$ cat src/rtl/mux_arb_rr.sv
// N-channel registered mux with valid/ready handshake; fixed-select or round-robin.
// One-entry output register supports full throughput with simultaneous consume and load.
module mux_arb_rr #(
   parameter int WIDTH  = 4,
   parameter int NUM_CH = 4,
   parameter int SEL_W  = 2
) (
   input  logic                    clk,
   input  logic                    reset,
   input  logic                    mode,
   input  logic [SEL_W-1:0]        sel,
   input  logic [NUM_CH*WIDTH-1:0] din,
   input  logic [NUM_CH-1:0]       din_valid,
   output logic [NUM_CH-1:0]       din_ready,
   output logic [WIDTH-1:0]        muxOut,
   output logic                    muxOut_valid,
   input  logic                    muxOut_ready,
   output logic [SEL_W-1:0]        grant
);

   logic [WIDTH-1:0] r_data;
   logic             r_valid;
   logic [SEL_W-1:0] r_grant;
   logic [SEL_W-1:0] r_rr_ptr;

   logic             w_load_en;
   logic             w_cand;
   logic             w_xfer;
   logic [SEL_W-1:0] w_ch;
   logic [SEL_W-1:0] w_ptr_nxt;
   logic [WIDTH-1:0] w_data;

   assign w_load_en = !r_valid || muxOut_ready;

   // Round-robin search: first valid at or above the pointer, else first valid below it.
   always_comb begin
      w_cand = 1'b0;
      w_ch   = '0;
      if (!mode) begin
         w_ch = sel;
         for (int c = 0; c < NUM_CH; c++)
            if (int'(sel) == c) w_cand = din_valid[c];
      end else begin
         for (int c = 0; c < NUM_CH; c++) begin
            if (!w_cand && c >= int'(r_rr_ptr) && din_valid[c]) begin
               w_cand = 1'b1;
               w_ch   = SEL_W'(c);
            end
         end
         for (int c = 0; c < NUM_CH; c++) begin
            if (!w_cand && c < int'(r_rr_ptr) && din_valid[c]) begin
               w_cand = 1'b1;
               w_ch   = SEL_W'(c);
            end
         end
      end
   end

   always_comb begin
      w_data = '0;
      for (int c = 0; c < NUM_CH; c++)
         if (int'(w_ch) == c) w_data = din[c*WIDTH +: WIDTH];
   end

   assign w_xfer    = w_cand && w_load_en;
   assign w_ptr_nxt = (int'(w_ch) == NUM_CH-1) ? '0 : w_ch + 1'b1;

   always_comb begin
      din_ready = '0;
      for (int c = 0; c < NUM_CH; c++)
         if (reset && w_xfer && int'(w_ch) == c) din_ready[c] = 1'b1;
   end

   always_ff @(posedge clk or negedge reset) begin
      if (!reset) begin
         r_data   <= '0;
         r_valid  <= 1'b0;
         r_grant  <= '0;
         r_rr_ptr <= '0;
      end else if (w_xfer) begin
         r_data  <= w_data;
         r_grant <= w_ch;
         r_valid <= 1'b1;
         if (mode) r_rr_ptr <= w_ptr_nxt;
      end else if (r_valid && muxOut_ready) begin
         r_valid <= 1'b0;
      end
   end

   assign muxOut       = r_data;
   assign muxOut_valid = r_valid;
   assign grant        = r_grant;

endmodule

$ cat config.mk
export PLATFORM = sky130hd
export DESIGN_NAME = mux_arb_rr
export DESIGN_NICKNAME = d
export VERILOG_FILES = /design/src/rtl/mux_arb_rr.sv
export SDC_FILE = /design/constraint.sdc
export NUM_CORES = 1
export LEC_CHECK = 0
export CAP_MARGIN = 20
export CORE_ASPECT_RATIO = 0.8
export CORE_MARGIN = 2
export CORE_UTILIZATION = 42
export CTS_CLUSTER_DIAMETER = 150
export DETAILED_ROUTE_END_ITERATION = 16
export MAX_ROUTING_LAYER = met4
export PLACE_DENSITY_LB_ADDON = 0.12
export SLEW_MARGIN = 20
export SYNTH_ARGS = -nofsm -noshare
export SYNTH_HDL_FRONTEND = slang
export SYNTH_SLANG_ARGS = --single-unit
$ cat constraint.sdc
create_clock -name clk -period 5.9 [get_ports clk]
set_input_delay 1.77 -clock clk [delete_from_list [all_inputs] [get_ports clk]]
set_output_delay 1.77 -clock clk [all_outputs]
set_load 0.03 [all_outputs]
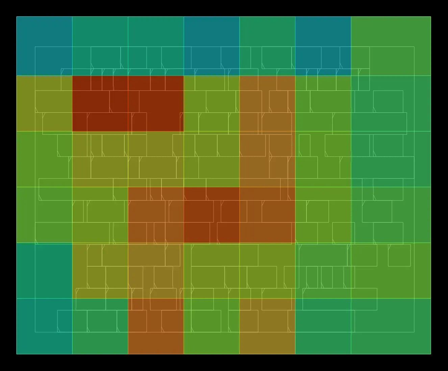
*Track usage over the die, run 1*
busiest metal layer after global routing: met1
drt wl/cell: 13.88 um
Global Route met1 Usage: 0.2978

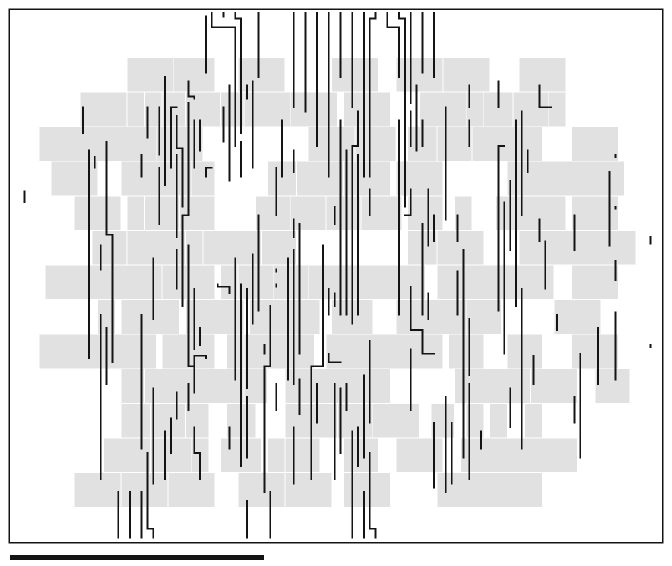
*The metal 2 layer, run 1*
Scale bar: 20 um.
- share of all routed wire: 46%
- wire length on this layer: 869 um

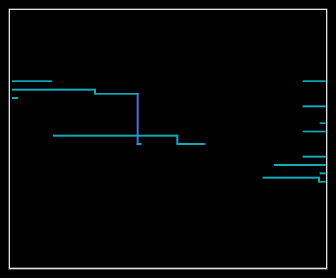
*Routed metal, one color a layer, run 1*
Only two layers are drawn.
- M3: cyan (wire length 87.6 um)
- M4: blue (wire length 8.20 um)

==> impl_metrics.xml, run 1 <==
<?xml version="1.0" encoding="UTF-8"?>
<metrics>
  <group name="status">
    <metric name="outcome" unit="">finished, final reports clean</metric>
  </group>
  <group name="synth">
    <metric name="ys_sh_aoi" unit="">0.2100</metric>
    <metric name="synth_area_leader_cell" unit="">sky130_fd_sc_hd__dfrtp_1</metric>
    <metric name="synth.lib_cells_used.distinct" unit="">28</metric>
    <metric name="yosysWarnings" unit="">0</metric>
    <metric name="ys_sh_xor" unit="">0</metric>
    <metric name="syn_avg_cell_area" unit="um2">10.43</metric>
    <metric name="yosysSeqAreaShare" unit="">0.3000</metric>
    <metric name="area_leaders" unit="">sky130_fd_sc_hd__dfrtp_1 30%, sky130_fd_sc_hd__mux2_4 12%, sky130_fd_sc_hd__ha_1 6.7%</metric>
    <metric name="post-synth-top-area-fraction" unit="">0.3000</metric>
    <metric name="synthFlopType" unit="">sky130_fd_sc_hd__dfrtp_1</metric>
    <metric name="synthesis.area" unit="um2">750.7</metric>
    <metric name="topCombFamilyByArea" unit="">multiplexers</metric>
    <metric name="synthSimpleGateAreaFrac" unit="">0.1767</metric>
    <metric name="yosys_area" unit="um2">750.7</metric>
  </group>
  <group name="clock_tree">
    <metric name="cts-htree-levels" unit="">1</metric>
    <metric name="setup_fix_bufs_post_cts" unit="">0</metric>
    <metric name="cts-buffers-inserted" unit="">3</metric>
    <metric name="cts_tree" unit="">done</metric>
    <metric name="cts-root-buf" unit="">sky130_fd_sc_hd__clkbuf_4</metric>
    <metric name="max-clock-path-buffers" unit="">2</metric>
  </group>
  <group name="global_route">
    <metric name="largest_net_degree_at_the_start_of_global_routing" unit="">11</metric>
    <metric name="groute.layer.met3.usage" unit="">0.07914</metric>
    <metric name="grtUsageTotal" unit="">0.2141</metric>
    <metric name="grt_antenna_before_repair" unit="">0</metric>
    <metric name="grtUsageMet2" unit="">0.2961</metric>
  </group>
  <group name="sta">
    <metric name="timing_worst_slew_pin_value" unit="ns">0.3769</metric>
    <metric name="totalNegativeSetupSlack" unit="ns">0</metric>
    <metric name="fmax" unit="MHz">173.2</metric>
    <metric name="period_needed" unit="ns">5.774</metric>
    <metric name="setup-violations-final" unit="">0</metric>
    <metric name="final.period_utilization" unit="">0.9786</metric>
    <metric name="fin_skew" unit="ns">0.005021</metric>
    <metric name="hold_violations" unit="">0</metric>
  </group>
  <group name="worst_setup_path">
    <metric name="crit_path_buffers_inverters" unit="">3</metric>
    <metric name="timing.critical_path.from_type" unit="">primary input</metric>
    <metric name="max_stage_delay" unit="ns">0.59</metric>
    <metric name="timing.critical_path.max_delay_family" unit="">buffers and inverters</metric>
    <metric name="end_kind" unit="">output port</metric>
    <metric name="critical_path_cell_count" unit="">8</metric>
    <metric name="cp_max_fo" unit="">5</metric>
    <metric name="setup.worst_path.class" unit="">primary input to output port</metric>
    <metric name="cp_data_arrival_time" unit="ns">4.00</metric>
  </group>
  <group name="flow_run">
    <metric name="log.warning_count" unit="">29</metric>
  </group>
  <group name="power_and_ir_drop">
    <metric name="power_report.internal_total" unit="W">0.0002290</metric>
    <metric name="net-switching-power" unit="W">0.0001470</metric>
    <metric name="netSwitchingFraction" unit="">0.3909</metric>
    <metric name="peakVddDrop" unit="uV">270.1</metric>
    <metric name="clock_power" unit="W">0.0000502</metric>
    <metric name="clkPwrFrac" unit="">0.134</metric>
    <metric name="sequentialPowerShare" unit="">0.278</metric>
    <metric name="power.combinational.total" unit="W">0.000221</metric>
  </group>
  <group name="layout">
    <metric name="comb_share" unit="">0.4189</metric>
    <metric name="design_area" unit="um2">1189</metric>
    <metric name="seq_area_frac" unit="">0.1895</metric>
    <metric name="nNetsFinal" unit="">146</metric>
    <metric name="nonClockBufferCount" unit="">41</metric>
    <metric name="filler_cell_count" unit="">128</metric>
    <metric name="n_antenna_cell" unit="">0</metric>
    <metric name="sequential_cell_total" unit="">9</metric>
    <metric name="sequential_cell_area" unit="um2">225.2</metric>
    <metric name="layout.area.comb" unit="um2">498.0</metric>
    <metric name="final-clk-cell-share" unit="">0.02211</metric>
  </group>
  <group name="die">
    <metric name="core_area" unit="um2">1659</metric>
    <metric name="initCoreUtil" unit="">0.4525</metric>
    <metric name="die_height" unit="um">41.82</metric>
    <metric name="well_tap_count" unit="">22</metric>
  </group>
  <group name="placement">
    <metric name="dp_hpwl" unit="um">1546</metric>
    <metric name="gp_congestion" unit="">0.8667</metric>
    <metric name="detailed_place.area" unit="um2">1162</metric>
  </group>
  <group name="routing">
    <metric name="drt.antenna.violating_nets" unit="">0</metric>
    <metric name="met2WireLength" unit="um">868</metric>
    <metric name="via_count" unit="">676</metric>
    <metric name="routed.top_layer" unit="">met4</metric>
    <metric name="post_drt_via_cell_ratio" unit="">4.934</metric>
    <metric name="wl_met3" unit="um">87</metric>
    <metric name="drc" unit="">0</metric>
    <metric name="drt-pass1-iter-count" unit="">4</metric>
  </group>
  <group name="hold_path">
    <metric name="hold_path_startpoint" unit="">muxOut[1]</metric>
  </group>
</metrics>
==> run 1: worst reg2reg max path, stage by stage, from the launching register on <==
cell and delay, ns:
sky130_fd_sc_hd__dfrtp_1 0.42, sky130_fd_sc_hd__nor2b_1 0.17, sky130_fd_sc_hd__o21a_1 0.22, sky130_fd_sc_hd__o31ai_4 0.25, sky130_fd_sc_hd__inv_1 0.12, sky130_fd_sc_hd__ha_1 0.24
sky130_fd_sc_hd__nor2b_1 0.17, sky130_fd_sc_hd__a221oi_1 0.36, sky130_fd_sc_hd__o31ai_1 0.13, sky130_fd_sc_hd__mux2_4 0.26
==> run 1: state kept, by name (all words and copies together) (netlist names) <==
register / cells
r_rr_ptr: 2
muxOut: 4
grant: 2
muxOut_valid: 1
==> run 1: through the flow <==
stage	util	total power [W]	instances	hold WS (ns)	setup slack [ns]
global route	0.7164	0.0003997	137	0.5299	0.03029
finish	0.7164	0.0003760	137	0.5099	0.1264
detailed placement	0.7006	0.0003256	133	0.4994	0.1496
CTS	0.7164	0.0003774	137	0.5162	0.1353
floorplan	-	0.0002397	72	0.5372	1.105
global placement	0.7006	0.0003214	133	0.4989	0.1524
==> run 1: synth_stat cells, types with 2 or more instances <==
cell / count
sky130_fd_sc_hd__a21oi_1: 4
sky130_fd_sc_hd__a221oi_1: 3
sky130_fd_sc_hd__and3_2: 4
sky130_fd_sc_hd__dfrtp_1: 9
sky130_fd_sc_hd__ha_1: 4
sky130_fd_sc_hd__inv_1: 5
sky130_fd_sc_hd__mux2_2: 2
sky130_fd_sc_hd__mux2_4: 6
sky130_fd_sc_hd__nand2_1: 8
sky130_fd_sc_hd__nor2b_1: 5
sky130_fd_sc_hd__o21ai_0: 2
sky130_fd_sc_hd__o31ai_1: 3
sky130_fd_sc_hd__or2b_1: 2
### Drive-strength map, run 1

Scale bar: 20 um.
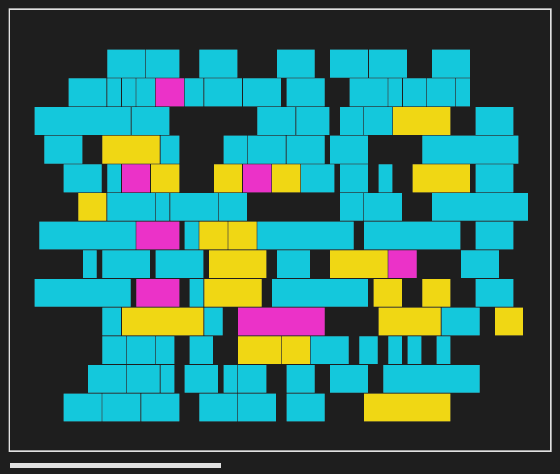

==> run 1 -> run 2 <==
CORE_MARGIN = 10   (was 2)
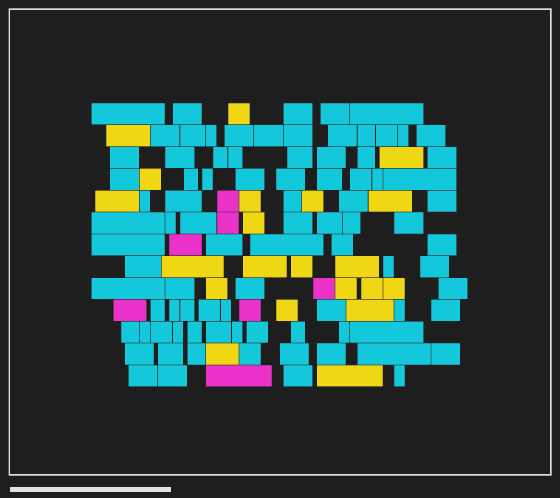
*Drive-strength map, run 2*
Scale bar: 20 um.
- x1 and smaller: cyan (cells 88)
- x3 and x4: yellow (cells 21)
- x2: magenta (cells 7)
nonclk buf count: 42
min setup slack post-route: 0.1247 ns
growth of design area from synthesis to finish: 59.33%
final design instance area without fill: 1196 um2

==> run 2 against run 1 <==
Die size is 81% higher; sequential power hardly changed; clock skew is 0.00051 ns higher; fmax hardly changed; critical path depth stayed put; routed wire length is 18% higher; total power is 0.51% lower; via count is 3.6% higher; critical endpoint unchanged; final area is 0.63% higher; sequential cell count stayed put; highest routed layer unchanged.
==> impl_metrics.xml, run 2 <==
<?xml version="1.0" encoding="UTF-8"?>
<metrics>
  <group name="worst_setup_path">
    <metric name="crit_path_buffers_inverters" unit="">3</metric>
    <metric name="max_stage_delay" unit="ns">0.60</metric>
    <metric name="worst_r2r_path_depth" unit="">9</metric>
    <metric name="end_kind" unit="">output port</metric>
    <metric name="setup.worst_path.class" unit="">primary input to output port</metric>
    <metric name="cp_max_fo" unit="">5</metric>
    <metric name="timing.critical_path.from_type" unit="">primary input</metric>
    <metric name="timing.critical_path.max_delay_family" unit="">buffers and inverters</metric>
    <metric name="cp_data_arrival_time" unit="ns">4.01</metric>
  </group>
  <group name="synth">
    <metric name="numSynthFlops" unit="">9</metric>
    <metric name="syn_avg_cell_area" unit="um2">10.43</metric>
    <metric name="ys_sh_xor" unit="">0</metric>
    <metric name="ys_sh_aoi" unit="">0.2100</metric>
    <metric name="synthFlopType" unit="">sky130_fd_sc_hd__dfrtp_1</metric>
    <metric name="post-synth-top-area-fraction" unit="">0.3000</metric>
    <metric name="synth.lib_cells_used.distinct" unit="">28</metric>
    <metric name="floorplan.nets" unit="">102</metric>
    <metric name="synthMostInstantiatedCell" unit="">sky130_fd_sc_hd__dfrtp_1</metric>
    <metric name="area_leaders" unit="">sky130_fd_sc_hd__dfrtp_1 30%, sky130_fd_sc_hd__mux2_4 12%, sky130_fd_sc_hd__ha_1 6.7%</metric>
    <metric name="topCombFamilyByArea" unit="">multiplexers</metric>
    <metric name="yosysWarnings" unit="">0</metric>
    <metric name="ys_top_cells_by_count" unit="">9 x sky130_fd_sc_hd__dfrtp_1, 8 x sky130_fd_sc_hd__nand2_1, 6 x sky130_fd_sc_hd__mux2_4</metric>
    <metric name="yosys_area" unit="um2">750.7</metric>
    <metric name="synthSimpleGateAreaFrac" unit="">0.1767</metric>
    <metric name="yosysSeqAreaShare" unit="">0.3000</metric>
    <metric name="synthesis.area" unit="um2">750.7</metric>
    <metric name="synth_area_leader_cell" unit="">sky130_fd_sc_hd__dfrtp_1</metric>
  </group>
  <group name="layout">
    <metric name="n_antenna_cell" unit="">0</metric>
    <metric name="largest_register_ffs" unit="">4</metric>
    <metric name="filler_cell_count" unit="">139</metric>
    <metric name="nNetsFinal" unit="">147</metric>
    <metric name="layout.area.comb" unit="um2">498.0</metric>
    <metric name="finish.cell_count_without_fillers" unit="">138</metric>
    <metric name="post-route-util" unit="">0.7210</metric>
    <metric name="lay_top_count" unit="">sky130_fd_sc_hd__clkdlybuf4s50_1</metric>
    <metric name="sequential_cell_area" unit="um2">225.2</metric>
  </group>
  <group name="global_route">
    <metric name="grt.met1_usage" unit="">0.1432</metric>
    <metric name="grt_antenna_before_repair" unit="">0</metric>
    <metric name="global_route.peak_usage_layer" unit="">met2</metric>
    <metric name="grtUsageMet2" unit="">0.2000</metric>
    <metric name="groute.layer.met3.usage" unit="">0.04990</metric>
    <metric name="grtUsageTotal" unit="">0.1247</metric>
    <metric name="grt_first_pass_wirelength" unit="um">3684</metric>
    <metric name="largest_net_degree_at_the_start_of_global_routing" unit="">11</metric>
  </group>
  <group name="sta">
    <metric name="timing_worst_slew_pin_value" unit="ns">0.3209</metric>
    <metric name="fmax" unit="MHz">173.2</metric>
    <metric name="final.period_utilization" unit="">0.9789</metric>
    <metric name="setup-violations-final" unit="">0</metric>
    <metric name="totalNegativeSetupSlack" unit="ns">0</metric>
    <metric name="fin_skew" unit="ns">0.005532</metric>
    <metric name="hold_violations" unit="">0</metric>
    <metric name="period_needed" unit="ns">5.775</metric>
  </group>
  <group name="hold_path">
    <metric name="whs_path_depth" unit="">1</metric>
    <metric name="hold_path_startpoint" unit="">muxOut[2]</metric>
    <metric name="hp_class" unit="">register to register</metric>
  </group>
  <group name="clock_tree">
    <metric name="setup_fix_bufs_post_cts" unit="">0</metric>
    <metric name="cts-htree-levels" unit="">1</metric>
    <metric name="cts_tree" unit="">done</metric>
    <metric name="cts-buffers-inserted" unit="">3</metric>
    <metric name="insertion_delay" unit="ns">0.26</metric>
    <metric name="worst_setup_hold_path_clk_slew" unit="ns">0.06</metric>
    <metric name="cts-root-buf" unit="">sky130_fd_sc_hd__clkbuf_4</metric>
    <metric name="cts_sinks" unit="">9</metric>
    <metric name="max-clock-path-buffers" unit="">2</metric>
  </group>
  <group name="routing">
    <metric name="drc" unit="">0</metric>
    <metric name="drt-pass1-iter-count" unit="">4</metric>
    <metric name="drt.antenna.violating_nets" unit="">0</metric>
    <metric name="post_drt_via_cell_ratio" unit="">5.072</metric>
    <metric name="drt_wl_cell" unit="um">16.21</metric>
    <metric name="via_count" unit="">700</metric>
  </group>
  <group name="placement">
    <metric name="detailedPlace.worstSlack" unit="ns">0.1310</metric>
    <metric name="dp.cells" unit="">134</metric>
    <metric name="gp_congestion" unit="">0.8703</metric>
    <metric name="dp_hpwl" unit="um">1874</metric>
  </group>
  <group name="die">
    <metric name="die_height" unit="um">57.82</metric>
    <metric name="core_area" unit="um2">1659</metric>
    <metric name="initCoreUtil" unit="">0.4525</metric>
    <metric name="num_io_pins" unit="">37</metric>
  </group>
  <group name="power_and_ir_drop">
    <metric name="power" unit="W">0.0003741</metric>
    <metric name="powerDensity" unit="nW/um2">312.7</metric>
    <metric name="peakVddDrop" unit="uV">226.6</metric>
  </group>
  <group name="flow_run">
    <metric name="log.warning_count" unit="">29</metric>
  </group>
  <group name="status">
    <metric name="outcome" unit="">finished, final reports clean</metric>
  </group>
</metrics>
-- run 2: area by class of cell --
cell class,instances,area share
inverter,5,0.01569
sequential,9,0.1883
multi-input combinational,56,0.4163
tap,22,0.02301
timing repair buffer,42,0.3347
clock buffer,4,0.02197
-- run 2: stage by stage --
| step | cell area [um2] | hold WS, ns |
|---|---|---|
| floorplan | 750.7 | 0.5372 |
| global route | 1196 | 0.5389 |
| global placement | 1170 | 0.4957 |
| CTS | 1196 | 0.5179 |
| finish | 1196 | 0.5124 |
| detailed placement | 1170 | 0.4974 |
-- run 2: power by group --
part           switching, W  internal, W  total [W]
clock network     0.0000222    0.0000261  0.0000483
registers         0.0000174    0.0000861   0.000104
logic              0.000105     0.000118   0.000222
-- run 2: kinds of logic (layout without fill, tap and decap cells) --
kind of cell             after synthesis  count (layout)
buffers and inverters                  7              51
flip-flops                             9               9
AND-OR/OR-AND                         19              19
AND/OR/NAND/NOR                       23              23
adder cells (fa/ha/maj)                4               4
multiplexers                          10              10
-- run 2: metal layers --
metal  up-vias  part of all wire
met5         -                 0
met4         0            0.0018
met3         2             0.059
met2        16              0.50
met1       330              0.44
li1        352                 -
-- run 2: how the worst max path moves through the flow --
stage	startpoint	endpoint	slack (ns)	depth (start not counted)
2_1_floorplan	sel[1]	din_ready[2]	1.10	6
3_3_place_gp	din_valid[2]	din_ready[0]	0.21	8
3_5_place_dp	din_valid[3]	din_ready[0]	0.13	8
4_1_cts	din_valid[3]	din_ready[0]	0.13	8
5_1_grt	din_valid[3]	din_ready[0]	0.03	8
6_report	din_valid[3]	din_ready[0]	0.12	8
Power figures rest on the tool's default switching activity, not on a simulated workload.
